`config.mk`:
```
export PLATFORM = sky130hd
export DESIGN_NAME = ch_capture_ctrl
export DESIGN_NICKNAME = d
export VERILOG_FILES = /design/src/rtl/ch_capture_ctrl.sv
export SDC_FILE = /design/constraint.sdc
export NUM_CORES = 1
export LEC_CHECK = 0
export CORE_ASPECT_RATIO = 0.9
export CORE_MARGIN = 10
export CORE_UTILIZATION = 57
export CTS_CLUSTER_SIZE = 12
export DETAILED_ROUTE_END_ITERATION = 12
export PLACE_DENSITY = 0.85
export SETUP_SLACK_MARGIN = 0.05
export SLEW_MARGIN = 30
export SYNTH_ARGS = -nofsm -noshare
export SYNTH_HDL_FRONTEND = slang
export SYNTH_SLANG_ARGS = --single-unit
```
`constraint.sdc`:
```
create_clock -name clk -period 7.6 [get_ports clk]
set_input_delay 1.52 -clock clk [delete_from_list [all_inputs] [get_ports clk]]
set_output_delay 1.52 -clock clk [all_outputs]
set_load 0.005 [all_outputs]
```
`src/rtl/ch_capture_ctrl.sv`:
```
// Pre/post-trigger capture controller: streams qualified samples into a circular
// buffer and reports where the oldest sample and the trigger sample landed.
module ch_capture_ctrl #(
   parameter int ADDR_W = 11,
   parameter int DATA_W = 32
) (
   input  logic              clk,
   input  logic              rst,
   input  logic              arm,
   input  logic              abort,
   input  logic [ADDR_W-1:0] pretrig,
   input  logic [ADDR_W-1:0] posttrig,
   input  logic              s_valid,
   input  logic [DATA_W-1:0] s_data,
   input  logic              trig_in,
   input  logic              force_trig,
   output logic [ADDR_W-1:0] wraddress,
   output logic [DATA_W-1:0] data,
   output logic              wren,
   output logic              busy,
   output logic              done,
   output logic [ADDR_W-1:0] start_addr,
   output logic [ADDR_W-1:0] trig_addr
);

   localparam logic [2:0] S_IDLE  = 3'd0;
   localparam logic [2:0] S_PRE   = 3'd1;
   localparam logic [2:0] S_ARMED = 3'd2;
   localparam logic [2:0] S_POST  = 3'd3;
   localparam logic [2:0] S_DONE  = 3'd4;

   localparam logic [ADDR_W:0] DEPTH = {1'b1, {ADDR_W{1'b0}}};

   logic [2:0]        state;
   logic [ADDR_W-1:0] p_len;
   logic [ADDR_W-1:0] q_len;
   logic [ADDR_W-1:0] ptr;
   logic [ADDR_W-1:0] pre_cnt;
   logic [ADDR_W-1:0] post_rem;

   logic vld_p0;
   logic trig_hit;
   logic accept_p0;

   // Zero post-trigger length still captures the trigger sample; the pre and
   // post windows together may not exceed the buffer depth.
   function automatic logic [ADDR_W-1:0] clamp_post(input logic [ADDR_W-1:0] pre,
                                                    input logic [ADDR_W-1:0] post);
      logic [ADDR_W-1:0] q1;
      logic [ADDR_W:0]   sum;
      logic [ADDR_W:0]   room;
      q1   = (post == '0) ? {{(ADDR_W-1){1'b0}}, 1'b1} : post;
      sum  = {1'b0, pre} + {1'b0, q1};
      room = DEPTH - {1'b0, pre};
      if (sum > DEPTH) return room[ADDR_W-1:0];
      return q1;
   endfunction

   assign vld_p0   = s_valid && !abort;
   assign trig_hit = vld_p0 && (trig_in || force_trig);

   // PRE with an empty pre-trigger window hands straight over to ARMED.
   always_comb begin
      accept_p0 = 1'b0;
      case (state)
         S_PRE:   accept_p0 = vld_p0 && (p_len != '0);
         S_ARMED: accept_p0 = vld_p0;
         S_POST:  accept_p0 = vld_p0;
         default: accept_p0 = 1'b0;
      endcase
   end

   // Control stage: state, latched lengths, pointer and result addresses.
   always_ff @(posedge clk or posedge rst) begin
      if (rst) begin
         state      <= S_IDLE;
         p_len      <= '0;
         q_len      <= '0;
         ptr        <= '0;
         pre_cnt    <= '0;
         post_rem   <= '0;
         start_addr <= '0;
         trig_addr  <= '0;
      end else if (abort) begin
         state <= S_IDLE;
      end else begin
         if (accept_p0) ptr <= ptr + 1'b1;
         case (state)
            S_IDLE, S_DONE: begin
               if (arm) begin
                  state   <= S_PRE;
                  p_len   <= pretrig;
                  q_len   <= clamp_post(pretrig, posttrig);
                  ptr     <= '0;
                  pre_cnt <= '0;
               end
            end
            S_PRE: begin
               if (p_len == '0) begin
                  state <= S_ARMED;
               end else if (vld_p0) begin
                  pre_cnt <= pre_cnt + 1'b1;
                  if (pre_cnt == p_len - 1'b1) state <= S_ARMED;
               end
            end
            S_ARMED: begin
               if (trig_hit) begin
                  trig_addr  <= ptr;
                  start_addr <= ptr - p_len;
                  post_rem   <= q_len - 1'b1;
                  state      <= (q_len == {{(ADDR_W-1){1'b0}}, 1'b1}) ? S_DONE : S_POST;
               end
            end
            S_POST: begin
               if (vld_p0) begin
                  post_rem <= post_rem - 1'b1;
                  if (post_rem == {{(ADDR_W-1){1'b0}}, 1'b1}) state <= S_DONE;
               end
            end
            default: state <= S_IDLE;
         endcase
      end
   end

   // Write stage: one-cycle registered buffer write.
   always_ff @(posedge clk or posedge rst) begin
      if (rst) begin
         wren      <= 1'b0;
         wraddress <= '0;
         data      <= '0;
      end else begin
         wren <= accept_p0;
         if (accept_p0) begin
            wraddress <= ptr;
            data      <= s_data;
         end
      end
   end

   assign busy = (state == S_PRE) || (state == S_ARMED) || (state == S_POST);
   assign done = (state == S_DONE);

endmodule

```
### I/O nets highlighted, run 1

Scale: 3 px per um.
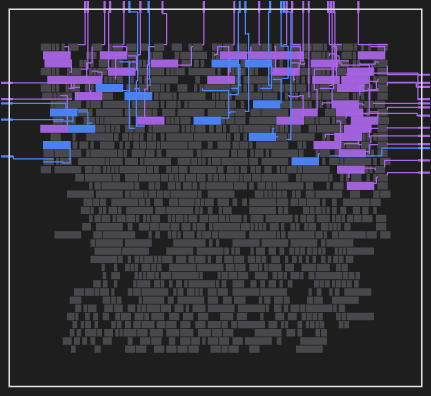
Key: `data` = purple [direction output, edge 18 top, 12 right, 2 left, end cells 32, wire 940 um]; `trig_addr` = blue [direction output, edge 7 top, 3 left, 1 right, end cells 11, wire 467 um]
# IOs: 129
Port-buffer cells: 128

### Clock routing, run 1

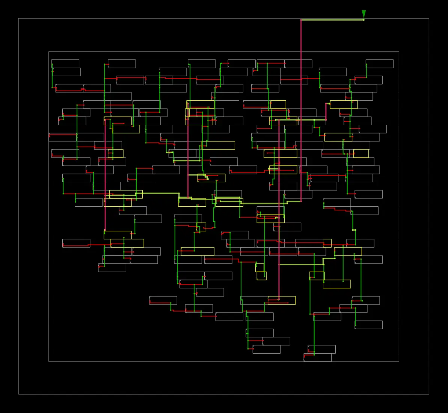
seq_cells: 124
clock group power: 916 uW
clk latency late pin: 0.41 ns

### Register map, names as in the netlist, run 1

Scale: 2 px per um.
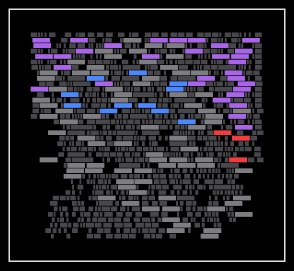
Key: `ptr` = blue [sequential cells 11]; `state` = red [sequential cells 3]; `data` = purple [sequential cells 32, where a band across the top]
Another 78 sequential cells are not coloured.
Reg area: 3100 um2
sequential power: 820 uW
flop share of the area: 34.3%

==> GITHUB_STEP_SUMMARY, run 1 <==
## PnR job results

| Metric | Value |
|---|---|
| Outcome | `finished, final reports clean` |
| Simple Share, Synth | `22.4%` |
| Worst-Margin Slew | `0.933 ns` |
| Die W | `137 um` |
| FA/HA/MAJ Cells, Area Fraction | `5.74%` |
| Yosys top cell area share | `around 44%` |
| Grt total ovfl | `0` |
| Final std cells w/o fill | `1093` |
| Critical path buffers and inverters | `1` |
| Top post-synthesis cells by count | `190 x nand2_1, 124 x dfrtp_1, 66 x o21ai_0, 62 x nor2_1, 34 x xnor2_1` |
| Crit-path slowest cell | `clkdlybuf4s50_1` |
| Peak supply drop | `156 uV` |
| Synth Net Count | `903` |
| Synth Seq Share | `roughly 44%` |
| Post-CTS Hold Fix Bufs | `0` |
| CP peak stage delay | `0.57 ns` |
| XOR/XNOR share of the synthesized area | `7.11%` |
| Ao+oa area frac | `around an eighth` |
| Layout net count | `~1000` |
| Largest net degree at the start of global routing | `67` |
| Unrepaired setup endpoints after global routing | `no` |
| GP Congestion | `0.959` |
| Finish-stage setup viols | `0` |
| Drt drc | `0` |
| YS warnings | `0` |
| Leakage Power | `0.00417 uW` |
| First drt pass iteration count | `5` |
| Layout cells sized above 1 | `6.97%` |
| Via/cell ratio | `just under 6` |
| CP required | `7.90 ns` |
| Yosys Instances | `around 810` |
| Count of library flops with an enable pin | `0` |
| Chip Height | `125 um` |
| Post-route worst hold slack | `0.468 ns` |
| Clock transition at the registers of the reported paths | `approximately 0.060 ns` |
| Max reg flops | `32` |
| Setup TNS | `0 ns` |
| Synth async-reset ratio | `100%` |
| Syn_area_per_cell | `8.66 um2` |
| HPWL reported at the end of detailed placement | `13700 um` |
| Worst path most repeated cell | `o21ai_0` |
| Dominant comb cell | `simple AND/OR/NAND/NOR gates` |
| P per Cell Area | `246 nW/um2` |
| Startpoint types | `input pin` |
| Slew margin rel. | `37.7%` |
| Vias in the first global route | `6423` |
| Synth Cell Area | `7020 um2` |
| Total GRT Usage | `23.5%` |
| Vias | `between 6000 and 7000` |
| Setup repair bufs after CTS | `0` |
| Crit-path cells | `clkdlybuf4s50_1, nor4_1, a31o_2, ha_1, fa_1, a211oi_1, o21ai_0, a221oi_1, nand3b_1, o21ai_0, o211ai_1, nand2_2, o221a_2` |
| Area reported by Yosys stat | `7020 um2` |
| Final period util | `65.2%` |
| CTS Buf Count | `17` |
| Top FF cell, synth | `dfrtp_1` |
| Initial drt markers | `around 640` |
| CP max FO | `9` |
| Critical path data arrival time | `~5.3 ns` |
| Clock skew after layout | `0.00864 ns` |
| Initial antenna violation count | `0` |
| Largest Register | `data` |
| Max-Cap Viols | `0` |
| Pre-Place Util | `58.1%` |
| Site Rows | `38` |
| Htree depth | `4` |
| Clock sink count | `124` |
| Worst path top cell family by delay | `AND-OR/OR-AND gates` |
| Critical path class | `input pin to flip-flop` |
## run 1: metal layers
layer  track usage, %  wire [um]  share of wire [%]
met3             4.80       1450                7.2
met2             37.6       9680                 48
met4             9.29        556                2.8
met5                0          0                  0
met1             30.3       8370                 42
## run 1: metrics by stage
stage / setup slack, ns / power [uW] / util, % / area, um2
global placement: 2.36 / 1280 / 69.3 / 8370
floorplan: 2.78 / 1070 / - / 7020
CTS: 2.68 / 2220 / 74.8 / 9040
global route: 2.23 / 2320 / 74.8 / 9040
detailed placement: 2.30 / 1300 / 69.3 / 8370
finish: 2.64 / 2220 / 74.8 / 9040
## run 1: path summary, 6_finish.rpt
kind / from / to / slack, ns / depth (start not counted)
worst max-delay path: posttrig[1] / q_len[9] / 2.64 / 13
worst min-delay path: data[4] / data[4] / 0.47 / 2
worst max register to register: p_len[0] / ptr[10] / 4.14 / 12
worst min register to register: data[4] / data[4] / 0.47 / 2
max in group asynchronous: rst / pre_cnt[7] / 4.69 / 3
min in group asynchronous: rst / post_rem[3] / 1.60 / 2
## run 1: layout by cell type, fill, tap and decap left out, types with 23 or more instances in the layout
cell / netlist / final
a21oi_1: 25 / 25
clkdlybuf4s50_1: 0 / 128
dfrtp_1: 124 / 124
ha_1: 29 / 29
inv_1: 32 / 31
nand2_1: 190 / 190
nor2_1: 62 / 60
nor3_1: 23 / 23
o21ai_0: 66 / 66
xnor2_1: 34 / 34
xor2_1: 23 / 23
## run 1: cell type report
class	count	area, um2
inverters	33	126
multi-input cells	613	3630
clock inverters	9	183
fillers	835	3040
repair buffers	132	1310
clock buffers	22	484
well taps	160	200
flip-flops and latches	124	3100
## run 1: where the power goes
part           switching (uW)  leakage (uW)  internal [uW]
clock                     299      0.000319            617
combinational             242       0.00224            245
sequential               78.0       0.00161            742
==> inputs of run 2 (changes only) <==
- CORE_UTILIZATION: 57 -> 53
- PLACE_DENSITY: 0.85 -> 0.8
- clock period: 7.6 -> 5.1 ns (I/O delays scaled with it)
==> GITHUB_STEP_SUMMARY, run 2 <==
## PnR job results

| Metric | Value |
|---|---|
| Hold Path Class | `flip-flop to flip-flop` |
| Clock sink count | `124 (unchanged)` |
| Post-Place Cell Area | `8410 um2 (+0.43%)` |
| CP startpoint | `posttrig[1]` |
| GP Congestion | `0.911 (-5.0%)` |
| Initial drt markers | `420 (-34%)` |
| Unrepaired setup endpoints after global routing | `no` |
| P per Cell Area | `350 nW/um2 (+42%)` |
| Post-CTS Hold Fix Bufs | `0 (unchanged)` |
| Setup WS post-layout | `0.555 ns (-2.09 ns)` |
| Top FF cell, synth | `dfrtp_1` |
| Clock transition at the registers of the reported paths | `0.06 ns (about the same)` |
| R2r endpoint | `ptr[8]` |
| Pre-Place Util | `54.7% (-3.4 points)` |
| Htree depth | `4 (unchanged)` |
| Total GRT Usage | `20.4% (-3.1 points)` |
| Worst R2R Setup Slack | `2.08 ns (-2.06 ns)` |
| Outcome | `finished, final reports clean` |
| DP Worst Slack | `0.262 ns (-2.04 ns)` |
| Slew margin rel. | `52.8% (+15 points)` |
| WHS Path Cells | `2 (unchanged)` |
| Post-synth regs | `124` |
| Final period util | `89.1%` |
| Critical path class | `input pin to flip-flop` |
| Commonest Layout Cell | `nand2_1` |
| Leakage Power | `0.00416 uW (-0.14%)` |
| Drt drc | `0 (unchanged)` |
| YS warnings | `0 (unchanged)` |
| Grt total ovfl | `0 (unchanged)` |
| Core footprint | `12800 um2` |
| Yosys top cell area share | `44.2% (unchanged)` |
| Finished Cell Area | `9010 um2 (-0.28%)` |
| Top Layout Cells | `190 x nand2_1, 128 x clkdlybuf4s50_1, 124 x dfrtp_1` |
| Synth async-reset ratio | `100% (unchanged)` |
| Max reg flops | `32 (unchanged)` |
| Synth Seq Share | `44.2% (unchanged)` |
| Synth Net Count | `903 (unchanged)` |
| Startpoint types | `input pin` |
| Vias | `6140 (-3.4%)` |
| CTS Buf Count | `17 (unchanged)` |
| M2 GR Usage | `31.8% (-5.9 points)` |
| HPWL reported at the end of detailed placement | `13600 um (-1.2%)` |
| Reg2Reg Depth | `9 (-3)` |
| First drt pass iteration count | `5 (unchanged)` |
| Chip Height | `129 um (+3.1%)` |
| Setup repair bufs after CTS | `0 (unchanged)` |
| Setup TNS | `0 ns (unchanged)` |
| Unique cell types | `63` |
| HP Start | `data[28]` |
| Count of library flops with an enable pin | `0 (unchanged)` |
| Die area | `18300 um2` |
| Met3 usage | `5.88% (+1.1 points)` |
| Via/cell ratio | `5.57 (-4.2%)` |
| Die W | `141 um (+3.2%)` |
| Max-Cap Viols | `0 (unchanged)` |
| Most used routing layer | `met2` |
| Reg area | `3100 um2 (unchanged)` |
| Vias in the first global route | `5975 (-7.0%)` |
| Syn_area_per_cell | `8.66 um2 (unchanged)` |
| Initial antenna violation count | `0 (unchanged)` |
| Area reported by Yosys stat | `7020 um2 (unchanged)` |
| Logic area | `3630 um2 (about the same)` |
| Largest Register | `data` |
| WHS Endpoint | `data[28]` |
| Yosys Instances | `811 (unchanged)` |
| Port-buffer cells | `128 (unchanged)` |
| Area delta synth->final | `28.4%` |
| Clk latency late pin | `0.42 ns (about the same)` |
| CP max FO | `9 (unchanged)` |
| Layout net count | `1017 (+0.39%)` |
| Largest net degree at the start of global routing | `79 (+18%)` |
| WL final | `between 15000 and 20000 um` |
| # IOs | `129 (unchanged)` |
| Met1 usage | `27.2% (-3.1 points)` |
| Reg-to-reg startpoint | `p_len[3]` |
| Peak supply drop | `266 uV (+71%)` |
| Synth Cell Area | `7020 um2 (unchanged)` |
| Top post-synthesis cells by count | `190 x nand2_1, 124 x dfrtp_1, 66 x o21ai_0, 62 x nor2_1, 34 x xnor2_1` |
| Critical path data arrival time | `4.85 ns (-0.41 ns)` |
| Layout cells sized above 1 | `7.46% (+0.50 points)` |
| Fillcell total | `981 (+17%)` |
| Min cycle time layout | `4.55 ns` |
| Site Rows | `39 (+2.6%)` |
| Worst-Margin Slew | `0.707 ns (-0.226 ns)` |
| Finish-stage setup viols | `0 (unchanged)` |
| First-pass GRT wire length | `about 31000 um` |
| CP required | `5.41 ns (-2.49 ns)` |
==> run 2: cell counts after synthesis <==
Identical to the previous run, type by type.
==> run 2: layout make-up <==
cell class / instances / area share, %
Clock buffer: 21 / 5.11
Clock inverter: 11 / 1.58
Inverter: 33 / 1.43
Multi-Input combinational cell: 613 / 40.3
Sequential cell: 124 / 34.4
Tap cell: 164 / 2.28
Timing Repair Buffer: 136 / 14.9
==> run 2: cell families after synthesis <==
group	count (synthesis)	synth area share (%)
flops	124	44.2
fa+ha+maj	31	5.74
simple gates	356	22.4
mux	25	3.71
xor+xnor	57	7.11
buf+inv	74	4.14
compound gates	144	12.7
==> run 2: worst max-delay path by stage <==
stage / to / slack [ns]
after global placement: q_len[7] / 0.36
final: q_len[9] / 0.55
after CTS: q_len[9] / 0.66
after floorplan: data[0] / 0.78
after detailed placement: q_len[7] / 0.26
after global routing: q_len[9] / 0.31
==> run 2: metrics by stage <==
step	util, %	cells	power (uW)	hold WS (ns)
floorplan	-	811	1600	0.461
global placement	65.5	1070	1920	0.456
detailed placement	65.5	1070	1940	0.461
CTS	70.2	1102	3170	0.476
global route	70.2	1102	3310	0.496
finish	70.2	1102	3150	0.470
==> run 2: worst max-delay path, stage by stage <==
cell	delay, ns
clkdlybuf4s50_1	0.57
nor4_1	0.10
a31o_2	0.27
ha_1	0.21
fa_1	0.41
a211oi_1	0.48
o21ai_0	0.21
a221oi_1	0.33
nand3b_1	0.15
o21ai_0	0.09
o211ai_1	0.37
nand2_2	0.29
o221a_2	0.36
==> run 2: power by group <==
group	internal [uW]	leakage, uW	switching (uW)
Combinational	365	0.00226	346
Sequential	1110	0.00161	112
Clock	790	0.000293	434
==> run 2: metal layers <==
layer	wire length [um]	vias up
li1	-	2978
met1	8270	2917
met2	8650	222
met3	1340	23
met4	253	0
met5	0	-
### I/O nets highlighted, run 2

Scale: 3 px per um.
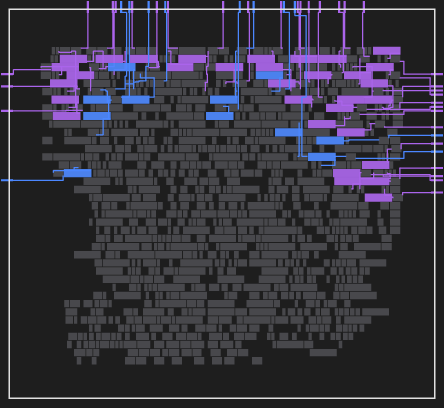

### Clock routing, run 2

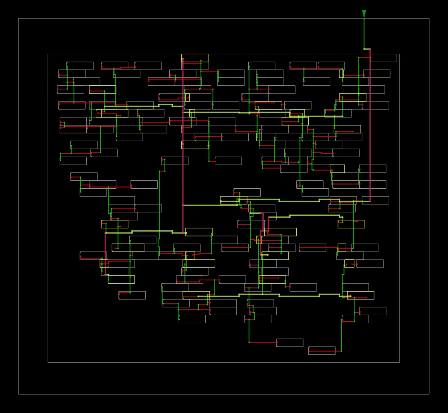
clock skew after layout: 0.00640 ns
clock group power: 1220 uW
clkbuf count: 21

### Register map, names as in the netlist, run 2

Scale: 2 px per um.
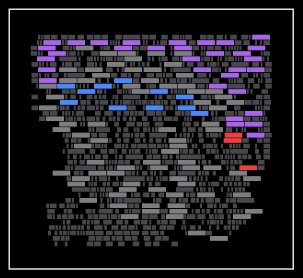
Key: `ptr` = blue [sequential cells 11]; `data` = purple [sequential cells 32]; `state` = red [sequential cells 3]
sequential power: 1220 uW
flop share of the area: 34.4%
fin util: 70.2%

Power and IR drop assume default switching activity.
